==> run_1/class_map.png <==
Bar = 20 µm. Fill, decap, tap and diode cells in grey.
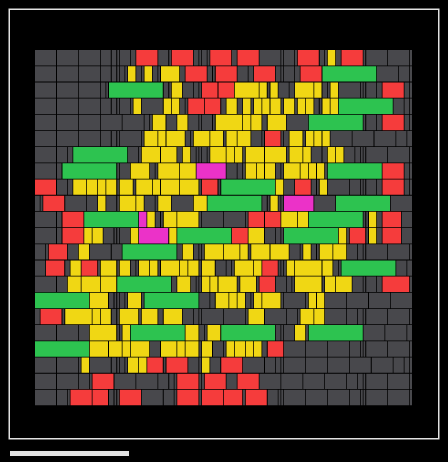
==> run_1/placed.png <==
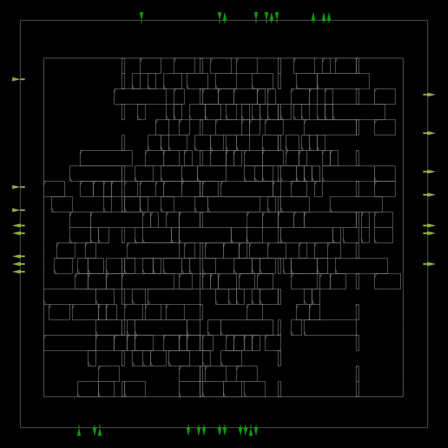
==> run_1/ff_map.png <==
Bar = 20 µm. Other sequential cells in the stronger grey, the rest of the logic in the fainter grey.
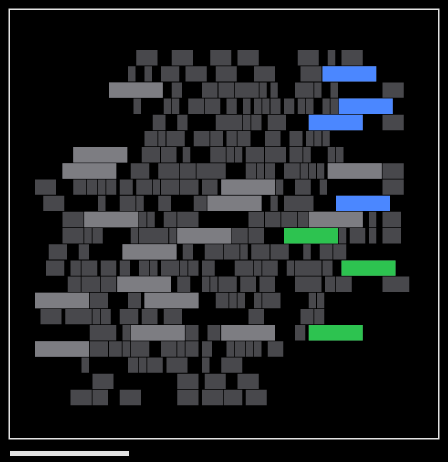
**src/rtl/multicycle_ctrl_pkg.sv**
```systemverilog
// rtl/multicycle_ctrl_pkg.sv - opcode map, ALU unit encodings, state and class enums
package ctrl_pkg;

    localparam int OP_ADD  = 0;
    localparam int OP_SUB  = 1;
    localparam int OP_MUL  = 2;
    localparam int OP_DIV  = 3;
    localparam int OP_MOD  = 4;
    localparam int OP_CMP  = 5;
    localparam int OP_MOV  = 6;
    localparam int OP_AND  = 7;
    localparam int OP_OR   = 8;
    localparam int OP_XOR  = 9;
    localparam int OP_NOT  = 10;
    localparam int OP_SHL  = 11;
    localparam int OP_SHR  = 12;
    localparam int OP_LD   = 14;
    localparam int OP_ST   = 15;
    localparam int OP_BEQ  = 16;
    localparam int OP_BGT  = 17;
    localparam int OP_B    = 18;
    localparam int OP_CALL = 19;
    localparam int OP_RET  = 20;
    localparam int OP_HALT = 31;

    localparam int ALU_ADDSUB = 0;
    localparam int ALU_MUL    = 1;
    localparam int ALU_DIV    = 2;
    localparam int ALU_MOV    = 3;
    localparam int ALU_LOGIC  = 4;
    localparam int ALU_SHIFT  = 5;

    typedef enum logic [2:0] {
        ST_IDLE, ST_INIT, ST_FETCH, ST_DECODE, ST_EXEC, ST_MEM, ST_WB, ST_HALT
    } state_e;

    typedef enum logic [3:0] {
        CLS_ALU, CLS_CMP, CLS_LD, CLS_ST, CLS_BEQ, CLS_BGT,
        CLS_JMP, CLS_CALL, CLS_RET, CLS_HALT, CLS_ILL
    } cls_e;

    function automatic logic is_branch(input cls_e c);
        return (c == CLS_BEQ) || (c == CLS_BGT) || (c == CLS_JMP) ||
               (c == CLS_CALL) || (c == CLS_RET);
    endfunction

endpackage

```
**src/rtl/multicycle_ctrl_if.sv**
```systemverilog
// rtl/multicycle_ctrl_if.sv - decode-side inputs and datapath strobes of the sequencer
interface multicycle_ctrl_if #(
    parameter int OPCODE_W = 5,
    parameter int ALUSEL_W = 3
);
    logic                start;
    logic [OPCODE_W-1:0] opcode;
    logic                flagE;
    logic                flagGt;
    logic                memReady;

    logic                clrAll;
    logic                ldInst;
    logic                ldNPC;
    logic                ldDecodeInst;
    logic                ldRegOutputData;
    logic                ldResult;
    logic                wrFlag;
    logic                memReq;
    logic                isLd;
    logic                isSt;
    logic                isRegWriteback;
    logic                ldPC;
    logic                isBranchTaken;
    logic                isCall;
    logic                isRet;
    logic [ALUSEL_W-1:0] aluSel;
    logic [3:0]          aluOp;
    logic                busy;
    logic                halted;
    logic                illegal;
    logic                memErr;

    modport master (
        input  start, opcode, flagE, flagGt, memReady,
        output clrAll, ldInst, ldNPC, ldDecodeInst, ldRegOutputData, ldResult, wrFlag,
               memReq, isLd, isSt, isRegWriteback, ldPC, isBranchTaken, isCall, isRet,
               aluSel, aluOp, busy, halted, illegal, memErr
    );

    modport slave (
        output start, opcode, flagE, flagGt, memReady,
        input  clrAll, ldInst, ldNPC, ldDecodeInst, ldRegOutputData, ldResult, wrFlag,
               memReq, isLd, isSt, isRegWriteback, ldPC, isBranchTaken, isCall, isRet,
               aluSel, aluOp, busy, halted, illegal, memErr
    );
endinterface

```
**src/rtl/multicycle_ctrl_decode.sv**
```systemverilog
// rtl/multicycle_ctrl_decode.sv - combinational opcode to class / ALU select / op index
module ctrl_decode
    import ctrl_pkg::*;
#(
    parameter int OPCODE_W = 5,
    parameter int ALUSEL_W = 3
) (
    input  logic [OPCODE_W-1:0] opcode,
    output cls_e                cls,
    output logic [ALUSEL_W-1:0] alu_sel,
    output logic [3:0]          alu_op,
    output logic                is_long,
    output logic                illegal
);
    logic [31:0] op_ext;
    int          unit;

    always_comb begin
        op_ext  = 32'(opcode);
        cls     = CLS_ILL;
        unit    = ALU_ADDSUB;
        alu_op  = '0;
        is_long = 1'b0;
        case (op_ext)
            OP_ADD, OP_SUB:                 cls = CLS_ALU;
            OP_CMP:                         cls = CLS_CMP;
            OP_MUL:                         begin cls = CLS_ALU; unit = ALU_MUL; is_long = 1'b1; end
            OP_DIV, OP_MOD:                 begin cls = CLS_ALU; unit = ALU_DIV; is_long = 1'b1; end
            OP_MOV:                         begin cls = CLS_ALU; unit = ALU_MOV; end
            OP_AND, OP_OR, OP_XOR, OP_NOT:  begin cls = CLS_ALU; unit = ALU_LOGIC; end
            OP_SHL, OP_SHR:                 begin cls = CLS_ALU; unit = ALU_SHIFT; end
            OP_LD:                          cls = CLS_LD;
            OP_ST:                          cls = CLS_ST;
            OP_BEQ:                         cls = CLS_BEQ;
            OP_BGT:                         cls = CLS_BGT;
            OP_B:                           cls = CLS_JMP;
            OP_CALL:                        cls = CLS_CALL;
            OP_RET:                         cls = CLS_RET;
            OP_HALT:                        cls = CLS_HALT;
            default:                        cls = CLS_ILL;
        endcase
        // Memory ops reuse the adder for address generation with op index 0.
        if (op_ext <= 32'(OP_SHR)) alu_op = op_ext[3:0];
        alu_sel = ALUSEL_W'(unit);
        illegal = (cls == CLS_ILL);
    end
endmodule

```
**src/rtl/multicycle_ctrl.sv**
```systemverilog
// rtl/multicycle_ctrl.sv - multi-cycle instruction sequencer driving datapath strobes
module multicycle_ctrl
    import ctrl_pkg::*;
#(
    parameter int OPCODE_W    = 5,
    parameter int ALUSEL_W    = 3,
    parameter int EXEC_CYCLES = 2,
    parameter int LONG_CYCLES = 4,
    parameter int MEM_TIMEOUT = 15
) (
    input logic              clk,
    input logic              rstN,
    multicycle_ctrl_if.master bus
);
    localparam int EXEC_MAX = (LONG_CYCLES > EXEC_CYCLES) ? LONG_CYCLES : EXEC_CYCLES;
    localparam int EW       = $clog2(EXEC_MAX + 1);
    localparam int MW       = $clog2(MEM_TIMEOUT + 1);

    state_e              state_q, state_d;
    cls_e                cls_q, cls_d;
    logic [ALUSEL_W-1:0] alu_sel_q, alu_sel_d;
    logic [3:0]          alu_op_q, alu_op_d;
    logic                taken_q, taken_d;
    logic [EW-1:0]       exec_cnt_q, exec_cnt_d;
    logic [MW-1:0]       mem_cnt_q, mem_cnt_d;
    logic                mem_err_q, mem_err_d;

    cls_e                dec_cls;
    logic [ALUSEL_W-1:0] dec_alu_sel;
    logic [3:0]          dec_alu_op;
    logic                dec_long;
    logic                dec_illegal;

    ctrl_decode #(.OPCODE_W(OPCODE_W), .ALUSEL_W(ALUSEL_W)) u_decode (
        .opcode  (bus.opcode),
        .cls     (dec_cls),
        .alu_sel (dec_alu_sel),
        .alu_op  (dec_alu_op),
        .is_long (dec_long),
        .illegal (dec_illegal)
    );

    always_ff @(posedge clk or negedge rstN) begin
        if (!rstN) begin
            state_q    <= ST_IDLE;
            cls_q      <= CLS_ALU;
            alu_sel_q  <= '0;
            alu_op_q   <= '0;
            taken_q    <= 1'b0;
            exec_cnt_q <= '0;
            mem_cnt_q  <= '0;
            mem_err_q  <= 1'b0;
        end else begin
            state_q    <= state_d;
            cls_q      <= cls_d;
            alu_sel_q  <= alu_sel_d;
            alu_op_q   <= alu_op_d;
            taken_q    <= taken_d;
            exec_cnt_q <= exec_cnt_d;
            mem_cnt_q  <= mem_cnt_d;
            mem_err_q  <= mem_err_d;
        end
    end

    always_comb begin
        state_d    = state_q;
        cls_d      = cls_q;
        alu_sel_d  = alu_sel_q;
        alu_op_d   = alu_op_q;
        taken_d    = taken_q;
        exec_cnt_d = exec_cnt_q;
        mem_cnt_d  = mem_cnt_q;
        mem_err_d  = mem_err_q;
        case (state_q)
            ST_IDLE, ST_HALT: if (bus.start) state_d = ST_INIT;
            ST_INIT:  state_d = ST_FETCH;
            ST_FETCH: begin
                mem_err_d = 1'b0;
                state_d   = ST_DECODE;
            end
            ST_DECODE: begin
                cls_d      = dec_cls;
                alu_sel_d  = dec_alu_sel;
                alu_op_d   = dec_alu_op;
                taken_d    = ((dec_cls == CLS_BEQ) && bus.flagE) ||
                             ((dec_cls == CLS_BGT) && bus.flagGt) ||
                             (dec_cls == CLS_JMP) || (dec_cls == CLS_CALL) || (dec_cls == CLS_RET);
                exec_cnt_d = dec_long ? EW'(LONG_CYCLES - 1) : EW'(EXEC_CYCLES - 1);
                mem_cnt_d  = '0;
                if (dec_cls == CLS_HALT)                     state_d = ST_HALT;
                else if (is_branch(dec_cls) || dec_illegal)  state_d = ST_WB;
                else                                         state_d = ST_EXEC;
            end
            ST_EXEC: begin
                if (exec_cnt_q == '0)
                    state_d = ((cls_q == CLS_LD) || (cls_q == CLS_ST)) ? ST_MEM : ST_WB;
                else
                    exec_cnt_d = exec_cnt_q - 1'b1;
            end
            ST_MEM: begin
                // memReady wins over a timeout landing on the same cycle.
                if (bus.memReady) begin
                    state_d = ST_WB;
                end else if (mem_cnt_q == MW'(MEM_TIMEOUT - 1)) begin
                    mem_err_d = 1'b1;
                    state_d   = ST_WB;
                end else begin
                    mem_cnt_d = mem_cnt_q + 1'b1;
                end
            end
            ST_WB:   state_d = ST_FETCH;
            default: state_d = ST_IDLE;
        endcase
    end

    always_comb begin
        bus.clrAll          = 1'b0;
        bus.ldInst          = 1'b0;
        bus.ldNPC           = 1'b0;
        bus.ldDecodeInst    = 1'b0;
        bus.ldRegOutputData = 1'b0;
        bus.ldResult        = 1'b0;
        bus.wrFlag          = 1'b0;
        bus.memReq          = 1'b0;
        bus.isLd            = 1'b0;
        bus.isSt            = 1'b0;
        bus.isRegWriteback  = 1'b0;
        bus.ldPC            = 1'b0;
        bus.isBranchTaken   = 1'b0;
        bus.isCall          = 1'b0;
        bus.isRet           = 1'b0;
        bus.halted          = 1'b0;
        bus.illegal         = 1'b0;
        bus.memErr          = 1'b0;
        bus.aluSel          = alu_sel_q;
        bus.aluOp           = alu_op_q;
        bus.busy            = (state_q != ST_IDLE) && (state_q != ST_HALT);
        case (state_q)
            ST_INIT:  bus.clrAll = 1'b1;
            ST_FETCH: begin
                bus.ldInst = 1'b1;
                bus.ldNPC  = 1'b1;
            end
            ST_DECODE: begin
                bus.ldDecodeInst    = 1'b1;
                bus.ldRegOutputData = 1'b1;
            end
            ST_EXEC: begin
                bus.ldResult = (exec_cnt_q == '0);
                bus.wrFlag   = (exec_cnt_q == '0) && (cls_q == CLS_CMP);
            end
            ST_MEM: begin
                bus.memReq = 1'b1;
                bus.isLd   = (cls_q == CLS_LD);
                bus.isSt   = (cls_q == CLS_ST);
            end
            ST_WB: begin
                bus.ldPC           = 1'b1;
                bus.isRegWriteback = (cls_q == CLS_ALU) || ((cls_q == CLS_LD) && !mem_err_q);
                bus.isBranchTaken  = taken_q;
                bus.isCall         = (cls_q == CLS_CALL);
                bus.isRet          = (cls_q == CLS_RET);
                bus.illegal        = (cls_q == CLS_ILL);
                bus.memErr         = mem_err_q;
            end
            ST_HALT:  bus.halted = 1'b1;
            default:  ;
        endcase
    end
endmodule

```
**src/flat_wrapper.sv**
```systemverilog
// flat-port wrapper written by rule: the top's interface ports become plain ports
module multicycle_ctrl_flat import ctrl_pkg::*;
#(
    parameter int OPCODE_W    = 5,
    parameter int ALUSEL_W    = 3,
    parameter int EXEC_CYCLES = 2,
    parameter int LONG_CYCLES = 4,
    parameter int MEM_TIMEOUT = 15
)
  (clk, rstN, bus_start, bus_opcode, bus_flagE, bus_flagGt, bus_memReady, bus_clrAll, bus_ldInst, bus_ldNPC, bus_ldDecodeInst, bus_ldRegOutputData, bus_ldResult, bus_wrFlag, bus_memReq, bus_isLd, bus_isSt, bus_isRegWriteback, bus_ldPC, bus_isBranchTaken, bus_isCall, bus_isRet, bus_aluSel, bus_aluOp, bus_busy, bus_halted, bus_illegal, bus_memErr);
  multicycle_ctrl_if #(.OPCODE_W(OPCODE_W), .ALUSEL_W(ALUSEL_W)) bus_i ();
  input logic clk;
  input logic rstN;
  input wire logic [$bits(bus_i.start)-1:0] bus_start;
  input wire logic [$bits(bus_i.opcode)-1:0] bus_opcode;
  input wire logic [$bits(bus_i.flagE)-1:0] bus_flagE;
  input wire logic [$bits(bus_i.flagGt)-1:0] bus_flagGt;
  input wire logic [$bits(bus_i.memReady)-1:0] bus_memReady;
  output wire logic [$bits(bus_i.clrAll)-1:0] bus_clrAll;
  output wire logic [$bits(bus_i.ldInst)-1:0] bus_ldInst;
  output wire logic [$bits(bus_i.ldNPC)-1:0] bus_ldNPC;
  output wire logic [$bits(bus_i.ldDecodeInst)-1:0] bus_ldDecodeInst;
  output wire logic [$bits(bus_i.ldRegOutputData)-1:0] bus_ldRegOutputData;
  output wire logic [$bits(bus_i.ldResult)-1:0] bus_ldResult;
  output wire logic [$bits(bus_i.wrFlag)-1:0] bus_wrFlag;
  output wire logic [$bits(bus_i.memReq)-1:0] bus_memReq;
  output wire logic [$bits(bus_i.isLd)-1:0] bus_isLd;
  output wire logic [$bits(bus_i.isSt)-1:0] bus_isSt;
  output wire logic [$bits(bus_i.isRegWriteback)-1:0] bus_isRegWriteback;
  output wire logic [$bits(bus_i.ldPC)-1:0] bus_ldPC;
  output wire logic [$bits(bus_i.isBranchTaken)-1:0] bus_isBranchTaken;
  output wire logic [$bits(bus_i.isCall)-1:0] bus_isCall;
  output wire logic [$bits(bus_i.isRet)-1:0] bus_isRet;
  output wire logic [$bits(bus_i.aluSel)-1:0] bus_aluSel;
  output wire logic [$bits(bus_i.aluOp)-1:0] bus_aluOp;
  output wire logic [$bits(bus_i.busy)-1:0] bus_busy;
  output wire logic [$bits(bus_i.halted)-1:0] bus_halted;
  output wire logic [$bits(bus_i.illegal)-1:0] bus_illegal;
  output wire logic [$bits(bus_i.memErr)-1:0] bus_memErr;
  assign bus_i.start = bus_start;
  assign bus_i.opcode = bus_opcode;
  assign bus_i.flagE = bus_flagE;
  assign bus_i.flagGt = bus_flagGt;
  assign bus_i.memReady = bus_memReady;
  assign bus_clrAll = bus_i.clrAll;
  assign bus_ldInst = bus_i.ldInst;
  assign bus_ldNPC = bus_i.ldNPC;
  assign bus_ldDecodeInst = bus_i.ldDecodeInst;
  assign bus_ldRegOutputData = bus_i.ldRegOutputData;
  assign bus_ldResult = bus_i.ldResult;
  assign bus_wrFlag = bus_i.wrFlag;
  assign bus_memReq = bus_i.memReq;
  assign bus_isLd = bus_i.isLd;
  assign bus_isSt = bus_i.isSt;
  assign bus_isRegWriteback = bus_i.isRegWriteback;
  assign bus_ldPC = bus_i.ldPC;
  assign bus_isBranchTaken = bus_i.isBranchTaken;
  assign bus_isCall = bus_i.isCall;
  assign bus_isRet = bus_i.isRet;
  assign bus_aluSel = bus_i.aluSel;
  assign bus_aluOp = bus_i.aluOp;
  assign bus_busy = bus_i.busy;
  assign bus_halted = bus_i.halted;
  assign bus_illegal = bus_i.illegal;
  assign bus_memErr = bus_i.memErr;
  multicycle_ctrl #(.OPCODE_W(OPCODE_W), .ALUSEL_W(ALUSEL_W), .EXEC_CYCLES(EXEC_CYCLES), .LONG_CYCLES(LONG_CYCLES), .MEM_TIMEOUT(MEM_TIMEOUT)) u_core (.clk(clk), .rstN(rstN), .bus(bus_i));
endmodule
```
**config.mk**
```make
export PLATFORM = sky130hd
export DESIGN_NAME = multicycle_ctrl_flat
export DESIGN_NICKNAME = d
export VERILOG_FILES = /design/src/rtl/multicycle_ctrl_pkg.sv /design/src/rtl/multicycle_ctrl_if.sv /design/src/rtl/multicycle_ctrl_decode.sv /design/src/rtl/multicycle_ctrl.sv /design/src/flat_wrapper.sv
export SDC_FILE = /design/constraint.sdc
export NUM_CORES = 1
export LEC_CHECK = 0
export CORE_MARGIN = 4
export CORE_UTILIZATION = 40
export CTS_CLUSTER_SIZE = 24
export DETAILED_ROUTE_END_ITERATION = 8
export PLACE_DENSITY = 0.75
export SYNTH_ARGS = -nofsm -noshare
export SYNTH_HDL_FRONTEND = slang
export SYNTH_HIERARCHICAL = 1
export SYNTH_SLANG_ARGS = --single-unit
```
**constraint.sdc**
```tcl
create_clock -name clk -period 2.5 [get_ports clk]
set_input_delay 0.5 -clock clk [delete_from_list [all_inputs] [get_ports clk]]
set_output_delay 0.5 -clock clk [all_outputs]
set_load 0.02 [all_outputs]
```
==> results.yml, run 1 <==
# implementation run metrics
run_status:
  run_status: "complete, no violations"
setup_path:
  critical_path_cell_count: 4
  crit_end: "bus_isRegWriteback"
  reg2reg_slack_ns: 0.64
  critPathCaptureType: "primary output"
  setup.worst_path.class: "register to primary output"
  critPathBufInv: 2
  timing.critical_path.from: "u_core/state_q[0]"
  regToRegStartpoint: "u_core/state_q[1]"
  cpMaxStageDelayCell: "sky130_fd_sc_hd__clkdlybuf4s50_1"
  crit_path_max_incr_delay_ns: 0.60
  worst_ep_required_time_ns: 2.00
  r2r.worst_path.cells: 6
  critical-path-top-delay-family: "buffers and inverters"
  cp_max_fo: 15
  cp.arrival_ns: 1.92
  critical_path.cell_chain: "buf_4 -> and3b_1 -> and3_1 -> clkdlybuf4s50_1"
  setup.worst_path.start_class: "register"
  regToRegEndpoint: "u_core/mem_cnt_q[3]"
synthesis:
  yosys_warnings: 6
  yosysMostFrequentCell: "sky130_fd_sc_hd__nand2_1"
  post-synth-top-area-cell: "sky130_fd_sc_hd__dfrtp_1"
  synth-edff-count: 0
  flop_cell: "sky130_fd_sc_hd__dfrtp_1"
  syn-instance-count: 205
  ff_latch_count_synth: 23
  cell_area_after_synthesis_mm2: 0.00164
  post_synth_num_cell_types: 55
  ys_chip_area_mm2: 0.00164
  mappedNetlistNets: 220
  synth_sequential_area_ratio: 0.352
  synthDominantCellAreaShare: 0.352
  yosys_cells: 205
  syn-mean-instance-area_um2: 7.98
  synth-async-reset-ratio: 1.00
  top_cells_by_area: "sky130_fd_sc_hd__dfrtp_1 35%, sky130_fd_sc_hd__nand2_1 9.0%, sky130_fd_sc_hd__nor2_1 4.4%"
  yosys-top-cells-count: "39 x sky130_fd_sc_hd__nand2_1, 23 x sky130_fd_sc_hd__dfrtp_1, 19 x sky130_fd_sc_hd__nor2_1, 11 x sky130_fd_sc_hd__inv_1"
floorplan:
  die_width_um: 71.9
  top_level_ports: 37
  die_height_um: 71.9
  fp_util: 0.431
  total_die_size_mm2: 0.00518
clock_network:
  cts_tree: "yes"
  ctsLongestPathBuffers: 2
  clk_pin_slew_worst_paths_ns: 0.08
  cts_max_level: 1
  clock.latency.late_pin_ns: 0.26
  clock-root-buffer: "sky130_fd_sc_hd__clkbuf_8"
  numClockSinks: 23
  cts_made_buffers: 3
placement:
  io_buffer_count: 36
  placed_cells_incl_taps: 290
  finalWeightedCongestion: 0.851
  placedInstanceArea_mm2: 0.00208
  worst_setup_slack_before_clock_tree_synthesis_ns: 0.0388
  dp.final_hpwl_mm: 2.88
final_timing:
  timing.setup.tns_ns: 0
  finalClockSkew_ns: 0.00246
  min_period_over_period: 0.969
  slew_headroom: 0.724
  final.hold.worst_slack_ns: 0.479
  grt_setup_unrepaired: "no"
  report.final.slew_viol_count: 0
  setup_viol: 0
  timing.final.ws_setup_ns: 0.0777
  finalHoldViolCount: 0
  fmaxAchievable_mhz: 413
  period_minus_slack_ns: 2.42
  worst-slew-pin-transition_ns: 0.413
route:
  drcViolationCount: 0
  initialDrtViolationCount: 121
  detail_route.vias_per_cell: 5.31
  routed-via-count: 1565
  route.antenna.remaining_nets: 0
  detail_route.first_pass.iterations: 4
  drt-total-wl_mm: 3.87
  drt-wirelength-per-cell_um: 13.1
grt:
  antenna_violations_before_repair: 0
  first_global_vias: 1472
  grt_util_all_layers: 0.162
  grt_first_pass_wirelength_mm: 6.81
  grt_max_degree: 24
  grt_overflow_total: 0
min_path:
  min-delay-start: "u_core/bus.aluOp[1]"
  worst_hold_path_type: "register to register"
  end_point_of_the_most_critical_hold_path: "u_core/bus.aluOp[1]"
  depth_of_the_worst_hold_timing_path: 2
cells_and_area:
  comb_area_um2: 921
  area_delta_synth_final_pct: 30.1
  final_layout_size_suffix_gt1_frac: 0.109
  nets: 263
  regArea_um2: 576
  diodes: 0
run:
  warnings: 28
  cap_viol_max_count: 0
power_and_ir_drop:
  vdd.ir_drop.worst_mv: 0.593
  total_power_w: 0.00207
  p_leak_nw: 1.00
  power_density_mw_per_mm2: 974
Notes on class_map.png above:
| colour | class | cells | share of their area |
|---|---|---|---|
| magenta | clock drivers and dummy loads | 4 | 2.2% |
| red | remaining buffers and delay cells | 53 | 23% |
| green | sequential cells | 23 | 28% |
| yellow | remaining logic cells | 167 | 47% |
placeable core area: 0.00380 mm²
area of all placed cells without fillers: 0.00213 mm²
sequential share of cell area: 0.271
core occupancy in the finished layout: 0.560
number of rows in the core area: 22

Notes on placed.png above:
well-tap cell count: 48
count of placed standard cells in the final layout, fillers left out: 295
number of flip-flops and latches: 23
fillcell total: 369

Notes on ff_map.png above:
| colour | signal | sequential cells |
|---|---|---|
| blue | `u_core/bus.aluOp` | 4 |
| green | `u_core/exec_cnt_q` | 3 |
not coloured: 16

-- run 1: per-layer routing --
layer | vias up | GRT usage | part of all wire
li1 | 797 | - | -
met1 | 715 | 0.231 | 0.48
met2 | 48 | 0.256 | 0.45
met3 | 5 | 0.0319 | 0.062
met4 | 0 | 0.0292 | 0.0070
met5 | - | 0 | 0
-- run 1: placed cells by master (no fill, tap or decap), drive strengths merged, types with 4 or more instances in the layout --
master / synthesis / layout
a21oi: 9 / 9
clkdlybuf4s50: 0 / 30
nand2: 39 / 39
nor2: 19 / 19
and3: 6 / 6
clkbuf: 7 / 4
and3b: 4 / 4
dlygate4sd2: 0 / 5
inv: 11 / 11
ha: 4 / 4
o21ai: 10 / 10
dfrtp: 23 / 23
buf: 8 / 17
nor3: 5 / 5
and2: 5 / 5
-- run 1: cells by family after synthesis --
family	share of synthesized area
mux	0.0130
fa+ha+maj	0.0306
buf+inv	0.0849
compound gates	0.180
flops	0.352
simple gates	0.340
-- run 1: repair_timing --
action / in CTS / in global routing
hold buffers: 0 / 0
setup endpoints to repair: 5 / 1
cloned: 0 / 0
resized: 5 / 1
buffers inserted: 1 / 0
-- run 1: cell type report --
cell class	count	share of cell area
well taps	48	0.0282
clock buffers	4	0.0212
inverters	11	0.0194
repair buffers	53	0.228
multi-input cells	156	0.433
flip-flops and latches	23	0.271
-- run 1: where the power goes --
| group | internal, W | switching, W | leakage, nW |
|---|---|---|---|
| clock network | 0.000114 | 0.000117 | 0.0228 |
| logic | 0.000541 | 0.000677 | 0.683 |
| registers | 0.000517 | 0.000104 | 0.296 |
| total | 0.00117 | 0.000898 | 1.00 |
==> run 2: changes to the inputs <==
Settings changed: CAP_MARGIN set to 20, CORE_UTILIZATION 40 to 32, CTS_BUF_LIST set to sky130_fd_sc_hd__clkbuf_16, PLACE_DENSITY 0.75 to 0.64.
==> run_2/layers.png <==
Bar = 20 µm.
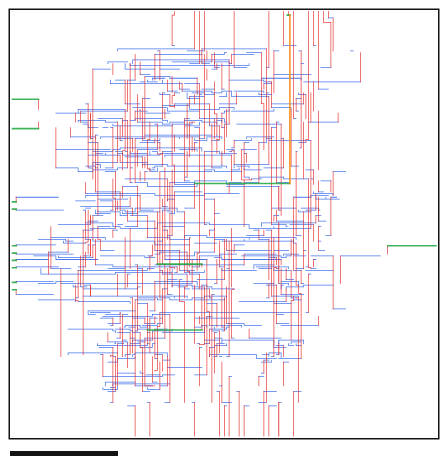
| colour | layer | wire length |
|---|---|---|
| blue | M1 | 2080 µm |
| red | M2 | 2020 µm |
| orange | M4 | 31.3 µm |
| green | M3 | 60.5 µm |

==> results.yml, run 2 <==
# implementation run metrics
synthesis:
  yosys-top-cells-count: "39 x sky130_fd_sc_hd__nand2_1, 23 x sky130_fd_sc_hd__dfrtp_1, 19 x sky130_fd_sc_hd__nor2_1, 11 x sky130_fd_sc_hd__inv_1"
  yosys_cells: 205
  cell_area_after_synthesis_mm2: 0.00164
  top_cells_by_area: "sky130_fd_sc_hd__dfrtp_1 35%, sky130_fd_sc_hd__nand2_1 9.0%, sky130_fd_sc_hd__nor2_1 4.4%"
  synthDominantCellAreaShare: 0.352
  synth-async-reset-ratio: 1.00
  flop_cell: "sky130_fd_sc_hd__dfrtp_1"
  synth_sequential_area_ratio: 0.352
  post-synth-top-area-cell: "sky130_fd_sc_hd__dfrtp_1"
  ys_chip_area_mm2: 0.00164
  mappedNetlistNets: 220
  syn-instance-count: 205
  ff_latch_count_synth: 23
  post_synth_num_cell_types: 55
  yosysMostFrequentCell: "sky130_fd_sc_hd__nand2_1"
  syn-mean-instance-area_um2: 7.98
power_and_ir_drop:
  power_density_mw_per_mm2: 1000
  p_comb_w: 0.00123
  seq-power_w: 0.000621
  vdd.ir_drop.worst_mv: 0.449
  clock_power_w: 0.000349
  power_frac_seq: 0.283
  p_leak_nw: 1.04
  netSwitchingFraction: 0.423
  total_switching_power_w: 0.000929
  pwr-share-comb: 0.558
  share_clk_of_total_power: 0.159
  internal_portion_of_total_power_w: 0.00127
clock_network:
  clock.latency.late_pin_ns: 0.25
  postCtsHoldBufs: 0
  cts_tree: "yes"
  post_cts_buffers: 0
  clk_pin_slew_worst_paths_ns: 0.06
  clock-root-buffer: "sky130_fd_sc_hd__clkbuf_16"
  ctsLongestPathBuffers: 2
  cts_max_level: 1
  cts_made_buffers: 3
  numClockSinks: 23
floorplan:
  die_width_um: 79.5
  die_height_um: 79.5
  top_level_ports: 37
  fp_util: 0.337
  placeableCoreArea_mm2: 0.00485
  total_die_size_mm2: 0.00632
  rows: 25
run:
  warnings: 28
  cap_viol_max_count: 0
cells_and_area:
  diodes: 0
  area_delta_synth_final_pct: 34.1
  final_layout_size_suffix_gt1_frac: 0.113
  lay_top_cells: "39 x sky130_fd_sc_hd__nand2_1, 29 x sky130_fd_sc_hd__clkdlybuf4s50_1, 23 x sky130_fd_sc_hd__dfrtp_1, 19 x sky130_fd_sc_hd__nor2_1, 17 x sky130_fd_sc_hd__buf_4"
  nets: 263
  n_fill_cell: 495
  mostFrequentLayoutCell: "sky130_fd_sc_hd__nand2_1"
setup_path:
  critPathBufInv: 3
  cp_max_fo: 14
  r2r.worst_path.cells: 5
  worst_ep_required_time_ns: 2.00
  setup.worst_path.class: "register to primary output"
  regToRegStartpoint: "u_core/state_q[1]"
  reg2reg_slack_ns: 0.80
  cpMaxStageDelayCell: "sky130_fd_sc_hd__clkdlybuf4s50_1"
  setup.worst_path.start_class: "register"
  critical-path-top-delay-family: "buffers and inverters"
  critPathCaptureType: "primary output"
  critical_path.cell_chain: "buf_4 -> nand3b_1 -> inv_1 -> clkdlybuf4s50_1"
  regToRegEndpoint: "u_core/mem_cnt_q[2]"
  crit_path_max_incr_delay_ns: 0.61
grt:
  grt_overflow_total: 0
  antenna_violations_before_repair: 0
  grt.met1_usage: 0.196
  gr-max-usage-layer: "met2"
  grt_use_met2: 0.231
  grt_first_pass_wirelength_mm: 7.20
  grt_max_degree: 24
  first_global_vias: 1545
  grt_util_all_layers: 0.140
final_timing:
  grt_setup_unrepaired: "no"
  finalHoldViolCount: 0
  final.hold.worst_slack_ns: 0.477
  min_period_over_period: 0.959
  slew_headroom: 0.732
  finalClockSkew_ns: 0.00296
  timing.final.ws_setup_ns: 0.101
  worst-slew-pin-transition_ns: 0.392
  period_minus_slack_ns: 2.40
  setup_viol: 0
  fmaxAchievable_mhz: 417
  timing.setup.tns_ns: 0
  report.final.slew_viol_count: 0
route:
  drcViolationCount: 0
  topRoutingLayerUsed: "met4"
  detail_route.first_pass.iterations: 4
  met2_wirelength_mm: 2.02
  detail_route_met3_wl_um: 60
  initialDrtViolationCount: 54
  detail_route.vias_per_cell: 4.98
  routed-via-count: 1564
  met1_length_mm: 2.08
  drt-total-wl_mm: 4.20
  drt-wirelength-per-cell_um: 13.4
min_path:
  depth_of_the_worst_hold_timing_path: 2
  worst_hold_path_type: "register to register"
  min-delay-start: "u_core/bus.aluOp[1]"
placement:
  dp.final_hpwl_mm: 3.05
  io_buffer_count: 36
  finalWeightedCongestion: 0.775
  worst_setup_slack_before_clock_tree_synthesis_ns: 0.0551
run_status:
  run_status: "complete, no violations"
==> run 2: cell types whose count changed in the layout (fill, tap and decap cells not counted), sizes merged <==
cell / delta
clkdlybuf4s50: -1
clkbuf: -1
dlymetal6s2s: +1
inv: +1
==> run 2: worst max-delay path by stage <==
stage / cells past startpoint / end / slack, ns / start
CTS: 4 / bus_isRegWriteback / 0.05 / u_core/state_q[0]
global placement: 8 / u_core/state_q[1] / 0.07 / bus_opcode[3]
finish: 4 / bus_memReq / 0.10 / u_core/state_q[1]
detailed placement: 8 / u_core/state_q[1] / 0.06 / bus_opcode[3]
global route: 4 / bus_memReq / 0.0005 / u_core/state_q[1]
floorplan: 4 / bus_wrFlag / 0.008 / u_core/state_q[1]
==> run 2: kinds of logic after synthesis <==
kind of cell	Yosys count	share of synthesized area
compound gates	43	0.180
fa+ha+maj	4	0.0306
buf+inv	26	0.0849
flops	23	0.352
mux	2	0.0130
simple gates	107	0.340
==> run 2: stage by stage <==
stage / instance area, µm² / instances / total power [W]
floorplan: 1640 / 205 / 0.00136
global placement: 2110 / 310 / 0.00184
detailed placement: 2110 / 310 / 0.00186
CTS: 2180 / 314 / 0.00221
global route: 2190 / 314 / 0.00237
finish: 2190 / 314 / 0.00220
==> run 2: timing repair <==
action | 4_1_cts | 5_1_grt
gates resized | 5 | 3
endpoints found under the setup margin | 5 | 3
pin swaps | 0 | 0
==> run 2: cell type report <==
| type | instances | area (µm²) | area share |
|---|---|---|---|
| multi-input cells | 156 | 927 | 0.423 |
| inverters | 11 | 41.3 | 0.0188 |
| clock buffers | 3 | 75.1 | 0.0342 |
| flip-flops and latches | 23 | 576 | 0.262 |
| clock inverters | 1 | 3.75 | 0.00171 |
| well taps | 67 | 83.8 | 0.0382 |
| repair buffers | 53 | 487 | 0.222 |
Power and IR drop assume default switching activity.
